### Sizing map, run 1

Scale: 6 px per µm.
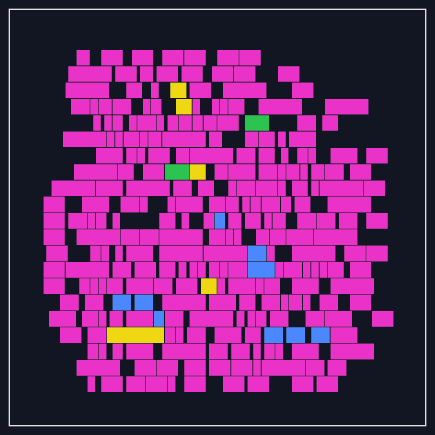
### Routed metal per tile, run 1

Scale: 6 px per µm. The die is cut into 14 by 14 equal tiles; black is low, pale yellow is high, scaled to the fullest tile. Values are wire area over tile area, all layers added.
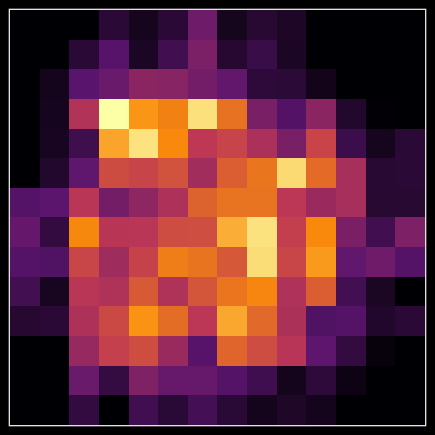
### Signal wires on met3, run 1

Scale: 6 px per µm.
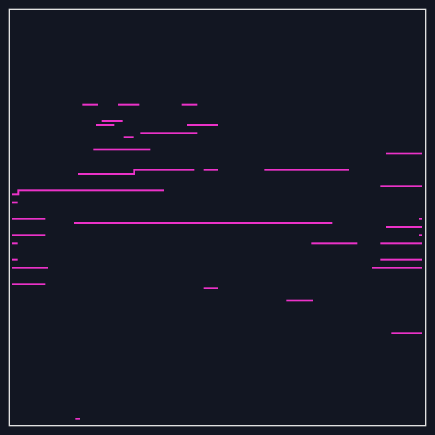
### Register map, names as in the netlist, run 1

Scale: 6 px per µm.
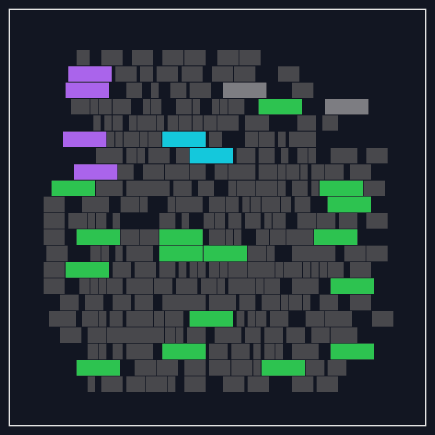
[config.mk]
export PLATFORM = sky130hd
export DESIGN_NAME = cla_accumulator
export DESIGN_NICKNAME = d
export VERILOG_FILES = /design/src/rtl/cla_accumulator.sv
export SDC_FILE = /design/constraint.sdc
export NUM_CORES = 1
export LEC_CHECK = 0
export CORE_MARGIN = 5
export CORE_UTILIZATION = 53
export DETAILED_ROUTE_END_ITERATION = 7
export GPL_TIMING_DRIVEN = 0
export PLACE_DENSITY = 0.93
export SLEW_MARGIN = 40
export SYNTH_ARGS = -nofsm -noshare
export SYNTH_HDL_FRONTEND = slang
export SYNTH_SLANG_ARGS = --single-unit
[constraint.sdc]
create_clock -name clk -period 5.1 [get_ports clk]
set_clock_uncertainty 0.2 [all_clocks]
set_input_delay 1.02 -clock clk [delete_from_list [all_inputs] [get_ports clk]]
set_output_delay 1.02 -clock clk [all_outputs]
set_load 0.05 [all_outputs]
[src/rtl/cla_accumulator.sv]
// Multi-cycle signed accumulator sequencing an operand stream through one 16-bit CLA.
// Optional saturation on overflow when CLA_ACC_SATURATE_EN is defined; wrap-around otherwise.

module cla_16 (
    input  logic [15:0] A,
    input  logic [15:0] B,
    input  logic        sub,
    output logic [15:0] Sum,
    output logic        Ovfl
);

    logic [15:0] b_eff;
    logic [15:0] g;
    logic [15:0] p;
    logic [3:0]  gg;
    logic [3:0]  gp;
    logic [4:0]  cg;
    logic [16:0] c;

    always_comb begin
        b_eff = B ^ {16{sub}};
        g     = A & b_eff;
        p     = A ^ b_eff;
        gg    = '0;
        gp    = '0;
        for (int unsigned k = 0; k < 4; k++) begin
            gg[k] = g[4*k+3]
                  | (p[4*k+3] & g[4*k+2])
                  | (p[4*k+3] & p[4*k+2] & g[4*k+1])
                  | ((&p[4*k+1 +: 3]) & g[4*k]);
            gp[k] = &p[4*k +: 4];
        end

        // Second-level lookahead across the four 4-bit groups; sub is the carry-in.
        cg[0] = sub;
        cg[1] = gg[0] | (gp[0] & cg[0]);
        cg[2] = gg[1] | (gp[1] & gg[0]) | (gp[1] & gp[0] & cg[0]);
        cg[3] = gg[2] | (gp[2] & gg[1]) | (gp[2] & gp[1] & gg[0])
              | (gp[2] & gp[1] & gp[0] & cg[0]);
        cg[4] = gg[3] | (gp[3] & gg[2]) | (gp[3] & gp[2] & gg[1])
              | (gp[3] & gp[2] & gp[1] & gg[0]) | ((&gp) & cg[0]);

        c = '0;
        for (int unsigned k = 0; k < 4; k++) begin
            c[4*k]   = cg[k];
            c[4*k+1] = g[4*k] | (p[4*k] & cg[k]);
            c[4*k+2] = g[4*k+1] | (p[4*k+1] & g[4*k]) | (p[4*k+1] & p[4*k] & cg[k]);
            c[4*k+3] = g[4*k+2] | (p[4*k+2] & g[4*k+1]) | (p[4*k+2] & p[4*k+1] & g[4*k])
                     | ((&p[4*k +: 3]) & cg[k]);
        end
        c[16] = cg[4];

        Sum  = p ^ c[15:0];
        Ovfl = c[16] ^ c[15];
    end

endmodule

module cla_accumulator #(
    parameter int unsigned MAX_OPS = 8,
    parameter int unsigned CNT_W   = 4
) (
    input  logic             clk,
    input  logic             rst_n,
    input  logic             start,
    input  logic [CNT_W-1:0] num_ops,
    input  logic             op_valid,
    input  logic [15:0]      op_data,
    input  logic             op_sub,
    output logic             op_ready,
    output logic             busy,
    output logic             done,
    output logic [15:0]      result,
    output logic             ovfl
);

    typedef enum logic [1:0] {
        IDLE  = 2'd0,
        ACCUM = 2'd1,
        DONE  = 2'd2
    } state_t;

    localparam logic [CNT_W-1:0] MAX_OPS_C = CNT_W'(MAX_OPS);

    state_t           state_q;
    state_t           state_d;
    logic [15:0]      acc_q;
    logic [15:0]      acc_next;
    logic             ovfl_q;
    logic             done_q;
    logic [CNT_W-1:0] remaining_q;
    logic [CNT_W-1:0] ops_clamped;
    logic             start_ok;
    logic             accept;
    logic             last_accept;
    logic             enter_done;
    logic [15:0]      cla_sum;
    logic             cla_ovfl;

    cla_16 u_cla (
        .A    (acc_q),
        .B    (op_data),
        .sub  (op_sub),
        .Sum  (cla_sum),
        .Ovfl (cla_ovfl)
    );

    always_comb begin
        op_ready    = (state_q == ACCUM);
        busy        = (state_q == ACCUM);
        start_ok    = start && (state_q == IDLE || state_q == DONE);
        accept      = op_valid && op_ready;
        last_accept = accept && (remaining_q == CNT_W'(1));
        ops_clamped = (num_ops > MAX_OPS_C) ? MAX_OPS_C : num_ops;
        // A zero-operand start re-enters DONE, so it must pulse done again even from DONE.
        enter_done  = last_accept || (start_ok && (num_ops == '0));
    end

    always_comb begin
`ifdef CLA_ACC_SATURATE_EN
        if (cla_ovfl) begin
            acc_next = acc_q[15] ? 16'h8000 : 16'h7FFF;
        end else begin
            acc_next = cla_sum;
        end
`else
        acc_next = cla_sum;
`endif
    end

    always_comb begin
        state_d = state_q;
        case (state_q)
            IDLE, DONE: begin
                if (start) begin
                    state_d = (num_ops == '0) ? DONE : ACCUM;
                end
            end
            ACCUM: begin
                if (last_accept) begin
                    state_d = DONE;
                end
            end
            default: state_d = IDLE;
        endcase
    end

    always_ff @(posedge clk) begin
        if (!rst_n) begin
            state_q <= IDLE;
        end else begin
            state_q <= state_d;
        end
    end

    always_ff @(posedge clk) begin
        if (!rst_n) begin
            acc_q       <= '0;
            ovfl_q      <= 1'b0;
            done_q      <= 1'b0;
            remaining_q <= '0;
        end else begin
            done_q <= enter_done;
            if (start_ok) begin
                acc_q       <= '0;
                ovfl_q      <= 1'b0;
                remaining_q <= ops_clamped;
            end else if (accept) begin
                acc_q       <= acc_next;
                ovfl_q      <= ovfl_q | cla_ovfl;
                remaining_q <= remaining_q - CNT_W'(1);
            end
        end
    end

    assign done   = done_q;
    assign result = acc_q;
    assign ovfl   = ovfl_q;

endmodule

==> deck_impl_summary.md, run 1 <==
Run Summary

Layout
  • # fillers: 289
  • Logic inverters: 13
  • Seq/total area: 20.2%
  • Gate Area: 1280 µm²
  • FF/Latch Area: 480 µm²
  • Cell area after layout: 2370 µm²
  • Non-clk buf share: 20.5%
  • Final Non-Filler Cells: 308
  • Synthesis-to-finish area growth: 28.1%
  • Top cell excl fill/tap: clkdlybuf4s50_1
  • Most frequent cells in the layout: 44 x clkdlybuf4s50_1, 24 x nand2_1, 24 x dfxtp_1
  • Clock buffer count: 3
  • Clock Network Area Fraction: 0.948%
  • Flop count: 24
  • Multi-input gate share of total cell area: 53.8%
  • Final Core Density: 70.6%
  • Largest register FFs: 16
  • Fin nets: 312
  • Largest cell class by area: combinational gates
  • Layout cell share with drive strength beyond 1: 6.11%
  • Mi-comb count: 171
  • Bufs w/o clock: 51

Clock network
  • CTS tree: built
  • Hold_buf cts: 0
  • Clock sink count: 24
  • Clk pin slew, worst setup/hold paths: 0.14 ns
  • Post-CTS setup buffers: 0
  • CTS resizes: 0
  • Clk Tree Root Cell: clkbuf_4
  • H-tree Lvls: 1
  • Clk buf depth: 2
  • TritonCTS Buffers: 3

Yosys
  • Cell area after synthesis: 1850 µm²
  • Adder share: 16.7%
  • Yosys cell types: 42
  • Flops out of synthesis: 24
  • Syn Area/Cell: 8.62 µm²
  • Ys flop type: dfxtp_1
  • Ys cells: 215
  • Area fraction in mux cells: 1.08%
  • Biggest area cells: dfxtp_1 26%, ha_1 13%, xor2_1 9.0%
  • Synth area leader: dfxtp_1
  • Yosys stat chip area: 1850 µm²
  • Post-Synthesis Net Count: 263
  • Top post-synthesis cells by count: 24 x dfxtp_1, 24 x nand2_1, 20 x ha_1
  • Cells after synthesis: 215
  • And+or+nand+nor area frac: 15.2%
  • Synthesis Warnings: 0
  • Synth Area in Compound Gates: 22.6%
  • Number of flops mapped to enable cells by yosys: 0
  • Main logic family: AND-OR/OR-AND gates
  • XORs/XNORs by Area: 13.2%
  • Ys async rst share: 0%

Pwr
  • Seq group: 203 µW
  • Switching Fraction: 35.9%
  • Seq pwr share: 42.6%
  • Combinational power share: 39.0%
  • Cell-internal power: 306 µW
  • Biggest consumer: registers
  • Power Density: 201 nW/µm²
  • VDD IR max: 0.108 mV
  • Clock share of power: 18.4%
  • Leak Pwr: 0.987 nW
  • Clock net power: 88.0 µW
  • Power of the combinational group: 187 µW
  • Sw power: 172 µW

Route
  • WL met2: 2.09 mm
  • Initial DRC Count: 121
  • Detail Route met3 WL: 224 µm
  • First-pass DRT Iterations: 4
  • Vias per cell: 5.44
  • Via count: 1675
  • Top Metal Used: met4
  • DRC viols: 0
  • Wire length on met1: 1.91 mm
  • Routed WL per cell: 13.9 µm
  • Post-route ant nets: 0

Die
  • Tap cells: 46
  • Chip Width: 69.2 µm
  • Pre-Place Util: 55.1%
  • Site row count: 21
  • Placeable Area: 3360 µm²
  • Die H: 69.2 µm
  • Chip area: 4780 µm²
  • IO Count: 45

Placed design
  • Dpl cells: 305
  • Dpl ws: 0.362 ns
  • IO Port Bufs: 44
  • GPL Wtd Cong: 0.929
  • HPWL Detailed: 3.31 mm
  • DP Area: 2350 µm²

Setup path
  • R2r endpoint: result[12]
  • Worst Path Required: 5.16 ns
  • Crit path DAT: 4.46 ns
  • Critical path depth: 13
  • CP Capture Point: result[12]
  • Critical path cell sequence: clkdlybuf4s50_1 -> buf_2 -> buf_2 -> xor2_1 -> ha_1 -> a31o_2 -> a221oi_4 -> o211ai_2 -> nand2_1 -> nor2_1 -> nor2_1 -> fa_1 -> a211oi_1
  • Setup crit start kind: primary input
  • Delay-heaviest family, CP: buffers and inverters
  • R2r startpoint: result[0]
  • Crit-path max cell delay: 0.48 ns
  • Critical Path End Type: flop
  • Worst setup path start: op_sub
  • Buffers & Inverters on Critical Path: 3
  • Kind of critical path: primary input to flop
  • Slowest cell on the critical path: clkdlybuf4s50_1
  • Reg2Reg Setup Slack: 2.30 ns
  • Worst r2r path cells: 9
  • Max FO, Critical Path: 10

Global routing
  • Gr ovfl total: 0
  • Largest net degree at the start of global routing: 13
  • Antenna violations before repair: 0
  • GRT met2 Usage: 30.9%
  • First-pass GRT wire length: 7.37 mm
  • Vias in the first global route: 1669
  • Gr busiest metal: met2
  • Met3 global-route usage: 2.47%
  • GRT Util Overall: 18.4%

Final timing
  • WHS: 0.292 ns
  • Fmax: 227 MHz
  • Worst slew margin: 64.8%
  • Setup-failing EPs final: 0
  • Actual slew at the worst max-slew pin: 0.524 ns
  • Slew Viols, Final: 0
  • Final hold vios: 0
  • Unrepaired setup endpoints after global routing: no
  • Setup ws final: 0.702 ns
  • Final period util: 86.2%
  • Setup tns final: 0 ns
  • Post-layout min period: 4.40 ns

Worst hold path
  • Hold Path Depth: 2
  • Hold Crit Endpoint: result[13]
  • Min-Delay Startpoint: result[13]
  • Worst hold path class: flop to flop

Flow run
  • OpenROAD warning count: 29
  • Max-cap viol count: 0

Outcome
  • Status: completed
Back to the opening pictures, 'Sizing map':
- x3 and x4: yellow (cells 5)
- x2: blue (cells 9)
- x6 and larger: green (cells 2)
- x1 and smaller: magenta (cells 246)

Back to the opening pictures, 'Routed metal per tile':
- tiles over half the peak: 26%
- mean over tiles: 0.14
- fullest tile: 0.47
- emptiest ninth of the die: top right

Back to the opening pictures, 'Signal wires on met3':
- longest straight run: 42.8 µm
- wire length on this layer: 225 µm
- share of all routed wire: 5.2%
- main direction: horizontal
- nets with wire on the layer: 29

Back to the opening pictures, 'Register map, names as in the netlist':
- `state_q`: cyan (placed flops 2)
- `remaining_q`: purple (placed flops 4; where top left)
- `result`: green (placed flops 16)
- not colored: 2

## Run 2: what changed since run 1
GPL_ROUTABILITY_DRIVEN = 0   (was default)
PLACE_DENSITY = 0.89   (was 0.93)
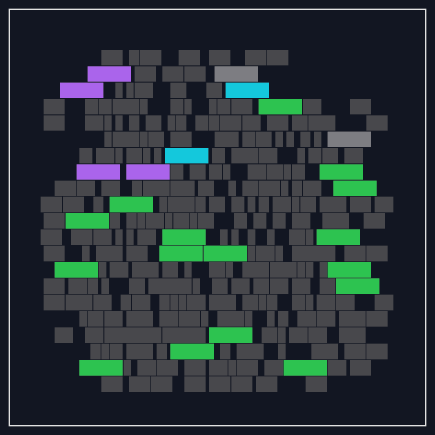
*Register map, names as in the netlist, run 2*
Scale: 6 px per µm.
- `remaining_q`: purple (placed flops 4)
- `result`: green (placed flops 16)
- `state_q`: cyan (placed flops 2)
- not colored: 2

==> run 2 against run 1 <==
Combinational power is essentially flat. Register-to-register slack lost 0.07 ns. Die area is the same. Synthesized cell count is the same. Total power shrank 0.36%. Count of clock-buffer cells in the layout is the same. Maximum frequency shrank 1.8%. Sequential power is essentially flat. Utilization is the same. Synthesized area is the same. Routed wire length shrank 0.79%.
==> deck_impl_summary.md, run 2 <==
Run Summary

Placed design
  • Dpl ws: 0.302 ns (was 0.362 ns)
  • Dpl cells: 305 (unchanged)
  • IO Port Bufs: 44 (unchanged)
  • HPWL Detailed: 3.36 mm (was 3.31 mm)

Layout
  • Top cell excl fill/tap: clkdlybuf4s50_1 (unchanged)
  • Logic inverters: 13 (unchanged)
  • Layout cell share with drive strength beyond 1: 6.11% (unchanged)
  • Final Non-Filler Cells: 308 (unchanged)
  • Mi-comb count: 171 (unchanged)
  • Gate Area: 1280 µm² (unchanged)
  • FF/Latch Area: 480 µm² (unchanged)
  • Largest register FFs: 16 (unchanged)
  • # fillers: 291 (was 289)
  • Final Core Density: 70.6% (unchanged)
  • Synthesis-to-finish area growth: 28.1% (unchanged)
  • Cell area after layout: 2370 µm² (unchanged)
  • Most frequent cells in the layout: 44 x clkdlybuf4s50_1, 24 x nand2_1, 24 x dfxtp_1 (unchanged)
  • Clock Network Area Fraction: 0.948% (unchanged)
  • Clock buffer count: 3 (unchanged)
  • Multi-input gate share of total cell area: 53.8% (unchanged)
  • Bufs w/o clock: 51 (unchanged)
  • Fin nets: 312 (unchanged)
  • Non-clk buf share: 20.5% (unchanged)
  • Largest cell class by area: combinational gates (unchanged)

Pwr
  • Leak Pwr: 0.987 nW (unchanged)
  • Seq pwr share: 42.7% (was 42.6%)
  • Clock share of power: 18.2% (was 18.4%)
  • Power of the combinational group: 186 µW (was 187 µW)
  • Seq group: 203 µW (about the same)
  • Switching Fraction: 35.7% (was 35.9%)
  • Biggest consumer: registers (unchanged)
  • Sw power: 170 µW (was 172 µW)
  • Cell-internal power: 306 µW (about the same)
  • VDD IR max: 0.109 mV (was 0.108 mV)
  • Power Density: 201 nW/µm² (about the same)
  • Clock net power: 86.7 µW (was 88.0 µW)
  • Combinational power share: 39.1% (was 39.0%)

Setup path
  • Max FO, Critical Path: 10 (unchanged)
  • R2r startpoint: result[0] (unchanged)
  • Critical Path End Type: flop (unchanged)
  • Worst setup path start: op_sub (unchanged)
  • Kind of critical path: primary input to flop (unchanged)
  • Worst Path Required: 5.15 ns (was 5.16 ns)
  • Critical path depth: 13 (unchanged)
  • Reg2Reg Setup Slack: 2.23 ns (was 2.30 ns)
  • Setup crit start kind: primary input (unchanged)
  • Worst r2r path cells: 9 (unchanged)
  • Slowest cell on the critical path: clkdlybuf4s50_1 (unchanged)
  • Delay-heaviest family, CP: buffers and inverters (unchanged)
  • CP Capture Point: result[12] (unchanged)
  • Crit-path max cell delay: 0.49 ns (was 0.48 ns)
  • Crit path DAT: 4.53 ns (was 4.46 ns)
  • Buffers & Inverters on Critical Path: 3 (unchanged)
  • R2r endpoint: result[12] (unchanged)
  • Critical path cell sequence: clkdlybuf4s50_1 -> buf_2 -> buf_2 -> xor2_1 -> ha_1 -> a31o_2 -> a221oi_4 -> o211ai_2 -> nand2_1 -> nor2_1 -> nor2_1 -> fa_1 -> a211oi_1 (unchanged)

Final timing
  • Worst slew margin: 64.7% (was 64.8%)
  • Setup tns final: 0 ns (unchanged)
  • Setup-failing EPs final: 0 (unchanged)
  • Final hold vios: 0 (unchanged)
  • Fmax: 223 MHz (was 227 MHz)
  • Final period util: 87.9% (was 86.2%)
  • WHS: 0.284 ns (was 0.292 ns)
  • Actual slew at the worst max-slew pin: 0.525 ns (was 0.524 ns)
  • Unrepaired setup endpoints after global routing: no (unchanged)
  • Post-layout min period: 4.48 ns (was 4.40 ns)
  • Slew Viols, Final: 0 (unchanged)

Yosys
  • Adder share: 16.7% (unchanged)
  • Yosys cell types: 42 (unchanged)
  • XORs/XNORs by Area: 13.2% (unchanged)
  • Ys async rst share: 0% (unchanged)
  • Synth area leader: dfxtp_1 (unchanged)
  • Ys cells: 215 (unchanged)
  • Area fraction in mux cells: 1.08% (unchanged)
  • And+or+nand+nor area frac: 15.2% (unchanged)
  • Cell area after synthesis: 1850 µm² (unchanged)
  • Post-Synthesis Net Count: 263 (unchanged)
  • Top post-synthesis cells by count: 24 x dfxtp_1, 24 x nand2_1, 20 x ha_1 (unchanged)
  • Main logic family: AND-OR/OR-AND gates (unchanged)
  • Biggest area cells: dfxtp_1 26%, ha_1 13%, xor2_1 9.0% (unchanged)
  • Cells after synthesis: 215 (unchanged)
  • Flops out of synthesis: 24 (unchanged)
  • Synthesis Warnings: 0 (unchanged)
  • Number of flops mapped to enable cells by yosys: 0 (unchanged)

Die
  • Placeable Area: 3360 µm² (unchanged)
  • Pre-Place Util: 55.1% (unchanged)
  • Chip Width: 69.2 µm (unchanged)
  • Site row count: 21 (unchanged)
  • IO Count: 45 (unchanged)
  • Die H: 69.2 µm (unchanged)
  • Chip area: 4780 µm² (unchanged)
  • Tap cells: 46 (unchanged)

Worst hold path
  • Min-Delay Startpoint: result[9] (was result[13])
  • Hold Path Depth: 2 (unchanged)
  • Worst hold path class: flop to flop (unchanged)

Global routing
  • Vias in the first global route: 1621 (was 1669)
  • Met3 global-route usage: 2.18% (was 2.47%)
  • First-pass GRT wire length: 7.26 mm (was 7.37 mm)
  • Met1 GRT Util: 23.9% (was 23.4%)
  • GRT met2 Usage: 29.3% (was 30.9%)
  • Gr busiest metal: met2 (unchanged)
  • Largest net degree at the start of global routing: 13 (unchanged)
  • Gr ovfl total: 0 (unchanged)
  • Antenna violations before repair: 0 (unchanged)
  • GRT Util Overall: 17.7% (was 18.4%)

Route
  • Via count: 1690 (was 1675)
  • DRC viols: 0 (unchanged)
  • Post-route ant nets: 0 (unchanged)
  • WL met2: 1.99 mm (was 2.09 mm)
  • Routed WL per cell: 13.8 µm (was 13.9 µm)
  • Top Metal Used: met4 (unchanged)
  • First-pass DRT Iterations: 4 (unchanged)
  • Initial DRC Count: 119 (was 121)
  • Wire length on met1: 2.05 mm (was 1.91 mm)
  • Vias per cell: 5.49 (was 5.44)
  • Detail Route met3 WL: 165 µm (was 224 µm)

Clock network
  • H-tree Lvls: 1 (unchanged)
  • Clk buf depth: 2 (unchanged)
  • Clock sink count: 24 (unchanged)
  • CTS resizes: 0 (unchanged)
  • Post-CTS setup buffers: 0 (unchanged)
  • TritonCTS Buffers: 3 (unchanged)
  • Hold_buf cts: 0 (unchanged)
  • Clk pin slew, worst setup/hold paths: 0.14 ns (about the same)
  • Clk Tree Root Cell: clkbuf_4 (unchanged)
  • CTS tree: built (unchanged)

Outcome
  • Status: completed (unchanged)

Flow run
  • OpenROAD warning count: 29 (unchanged)
  • Max-cap viol count: 0 (unchanged)
## Run 3: what changed since run 2
CELL_PAD_IN_SITES_DETAIL_PLACEMENT = 1   (was default)
CELL_PAD_IN_SITES_GLOBAL_PLACEMENT = 2   (was default)
CORE_UTILIZATION = 31   (was 53)
PLACE_DENSITY = 0.88   (was 0.89)
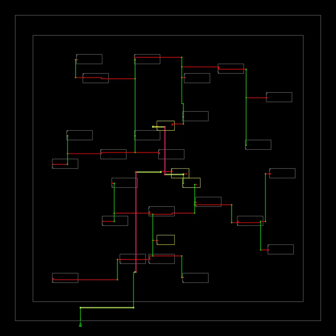
*The clock network, run 3*
later-pin clock latency in the skew report: 0.27 ns
Clock net power: 140 µW
flop count: 24
TritonCTS Buffers: 3

==> run 3 against run 2 <==
Total power grew 12%. Combinational power grew 3%. Maximum frequency down 1.8%. Largest cell class unchanged.
==> deck_impl_summary.md, run 3 <==
Run Summary

Outcome
  • Status: completed (unchanged)

Final timing
  • Fmax: 219 MHz (was 223 MHz)
  • Unrepaired setup endpoints after global routing: no (unchanged)
  • Post-layout min period: 4.56 ns (was 4.48 ns)
  • Slew Viols, Final: 0 (unchanged)
  • Setup tns final: 0 ns (unchanged)
  • Setup ws final: 0.535 ns (was 0.619 ns)
  • Actual slew at the worst max-slew pin: 0.565 ns (was 0.525 ns)
  • Setup-failing EPs final: 0 (unchanged)
  • WHS: 0.290 ns (was 0.284 ns)
  • Final hold vios: 0 (unchanged)
  • Worst slew margin: 62.0% (was 64.7%)

Clock network
  • Hold_buf cts: 0 (unchanged)
  • CTS resizes: 0 (unchanged)
  • Clock sink count: 24 (unchanged)
  • Post-CTS setup buffers: 0 (unchanged)
  • Clk buf depth: 2 (unchanged)
  • Clk pin slew, worst setup/hold paths: 0.10 ns (was 0.14 ns)
  • Clk Tree Root Cell: clkbuf_8 (was clkbuf_4)
  • H-tree Lvls: 1 (unchanged)
  • CTS tree: built (unchanged)

Global routing
  • Antenna violations before repair: 0 (unchanged)
  • Met3 global-route usage: 1.80% (was 2.18%)
  • Met1 GRT Util: 18.3% (was 23.9%)
  • GRT met2 Usage: 23.9% (was 29.3%)
  • GRT Util Overall: 14.0% (was 17.7%)
  • Gr busiest metal: met2 (unchanged)
  • Vias in the first global route: 1807 (was 1621)
  • Gr ovfl total: 0 (unchanged)
  • First-pass GRT wire length: 8.53 mm (was 7.26 mm)

Route
  • Initial DRC Count: 47 (was 119)
  • Routed WL per cell: 15.1 µm (was 13.8 µm)
  • Wire length on met1: 2.41 mm (was 2.05 mm)
  • DRC viols: 0 (unchanged)
  • Post-route ant nets: 0 (unchanged)
  • Top Metal Used: met4 (unchanged)
  • WL met2: 2.51 mm (was 1.99 mm)
  • Via count: 1686 (was 1690)
  • First-pass DRT Iterations: 4 (unchanged)

Flow run
  • OpenROAD warning count: 29 (unchanged)
  • Max-cap viol count: 0 (unchanged)

Yosys
  • Cells after synthesis: 215 (unchanged)
  • And+or+nand+nor area frac: 15.2% (unchanged)
  • Synthesis Warnings: 0 (unchanged)
  • Biggest area cells: dfxtp_1 26%, ha_1 13%, xor2_1 9.0% (unchanged)
  • Post-Synthesis Net Count: 263 (unchanged)
  • XORs/XNORs by Area: 13.2% (unchanged)
  • Area fraction in mux cells: 1.08% (unchanged)
  • Yosys stat chip area: 1850 µm² (unchanged)
  • Syn Area/Cell: 8.62 µm² (unchanged)
  • Yosys cell types: 42 (unchanged)
  • Number of flops mapped to enable cells by yosys: 0 (unchanged)
  • Synth Area in Compound Gates: 22.6% (unchanged)
  • Cell area after synthesis: 1850 µm² (unchanged)
  • Ys flop type: dfxtp_1 (unchanged)
  • Ys async rst share: 0% (unchanged)
  • Main logic family: AND-OR/OR-AND gates (unchanged)
  • Seq/Total Area, Yosys: 25.9% (unchanged)
  • Synth area leader: dfxtp_1 (unchanged)
  • Top post-synthesis cells by count: 24 x dfxtp_1, 24 x nand2_1, 20 x ha_1 (unchanged)
  • Ys cells: 215 (unchanged)

Pwr
  • Sw power: 185 µW (was 170 µW)
  • VDD IR max: 0.128 mV (was 0.109 mV)
  • Biggest consumer: registers (unchanged)
  • Power Density: 218 nW/µm² (was 201 nW/µm²)
  • Power of the combinational group: 191 µW (was 186 µW)
  • Clock share of power: 26.1% (was 18.2%)
  • Cell-internal power: 348 µW (was 306 µW)
  • Combinational power share: 35.7% (was 39.1%)
  • Seq pwr share: 38.1% (was 42.7%)
  • Seq group: 203 µW (about the same)
  • Switching Fraction: 34.7% (was 35.7%)
  • Leak Pwr: 1.00 nW (was 0.987 nW)

Layout
  • Largest cell class by area: combinational gates (unchanged)
  • Final Core Density: 41.5% (was 70.6%)
  • # fillers: 721 (was 291)
  • Mi-comb count: 171 (unchanged)
  • Gate Area: 1280 µm² (unchanged)
  • Seq/total area: 19.7% (was 20.2%)
  • Top cell excl fill/tap: clkdlybuf4s50_1 (unchanged)
  • Largest register FFs: 16 (unchanged)
  • Bufs w/o clock: 51 (unchanged)
  • Multi-input gate share of total cell area: 52.3% (was 53.8%)
  • FF/Latch Area: 480 µm² (unchanged)
  • Final Non-Filler Cells: 338 (was 308)
  • Clock buffer count: 4 (was 3)
  • Synthesis-to-finish area growth: 31.8% (was 28.1%)
  • Clock Network Area Fraction: 2.25% (was 0.948%)
  • Most frequent cells in the layout: 44 x clkdlybuf4s50_1, 24 x nand2_1, 24 x dfxtp_1 (unchanged)
  • Fin nets: 312 (unchanged)
  • Cell area after layout: 2440 µm² (was 2370 µm²)

Placed design
  • IO Port Bufs: 44 (unchanged)
  • DP Area: 2390 µm² (was 2350 µm²)
  • Dpl cells: 334 (was 305)
  • Dpl ws: 0.246 ns (was 0.302 ns)
  • HPWL Detailed: 4.06 mm (was 3.36 mm)

Die
  • Chip area: 7630 µm² (was 4780 µm²)
  • Tap cells: 75 (was 46)
  • Die H: 87.3 µm (was 69.2 µm)
  • Pre-Place Util: 31.5% (was 55.1%)
  • Site row count: 28 (was 21)
  • Placeable Area: 5890 µm² (was 3360 µm²)
  • Chip Width: 87.3 µm (was 69.2 µm)

Setup path
  • Worst setup path start: op_sub (unchanged)
  • R2r startpoint: result[0] (unchanged)
  • Critical path depth: 13 (unchanged)
  • Kind of critical path: primary input to flop (unchanged)
  • Critical path cell sequence: clkdlybuf4s50_1 -> buf_2 -> buf_2 -> xor2_1 -> ha_1 -> a31o_2 -> a221oi_4 -> o211ai_2 -> nand2_1 -> nor2_1 -> nor2_1 -> fa_1 -> a211oi_1 (unchanged)
  • Delay-heaviest family, CP: buffers and inverters (unchanged)
  • Buffers & Inverters on Critical Path: 3 (unchanged)
  • Setup crit start kind: primary input (unchanged)
  • Reg2Reg Setup Slack: 2.18 ns (was 2.23 ns)
  • Worst r2r path cells: 9 (unchanged)
  • CP Capture Point: result[12] (unchanged)
  • Max FO, Critical Path: 10 (unchanged)
  • Critical Path End Type: flop (unchanged)
  • Slowest cell on the critical path: clkdlybuf4s50_1 (unchanged)
  • Crit path DAT: 4.55 ns (was 4.53 ns)
  • Worst Path Required: 5.09 ns (was 5.15 ns)
  • Crit-path max cell delay: 0.47 ns (was 0.49 ns)

Worst hold path
  • Hold Crit Endpoint: result[9] (unchanged)
  • Worst hold path class: flop to flop (unchanged)
  • Hold Path Depth: 2 (unchanged)
Power figures rest on the tool's default switching activity, not on a simulated workload.
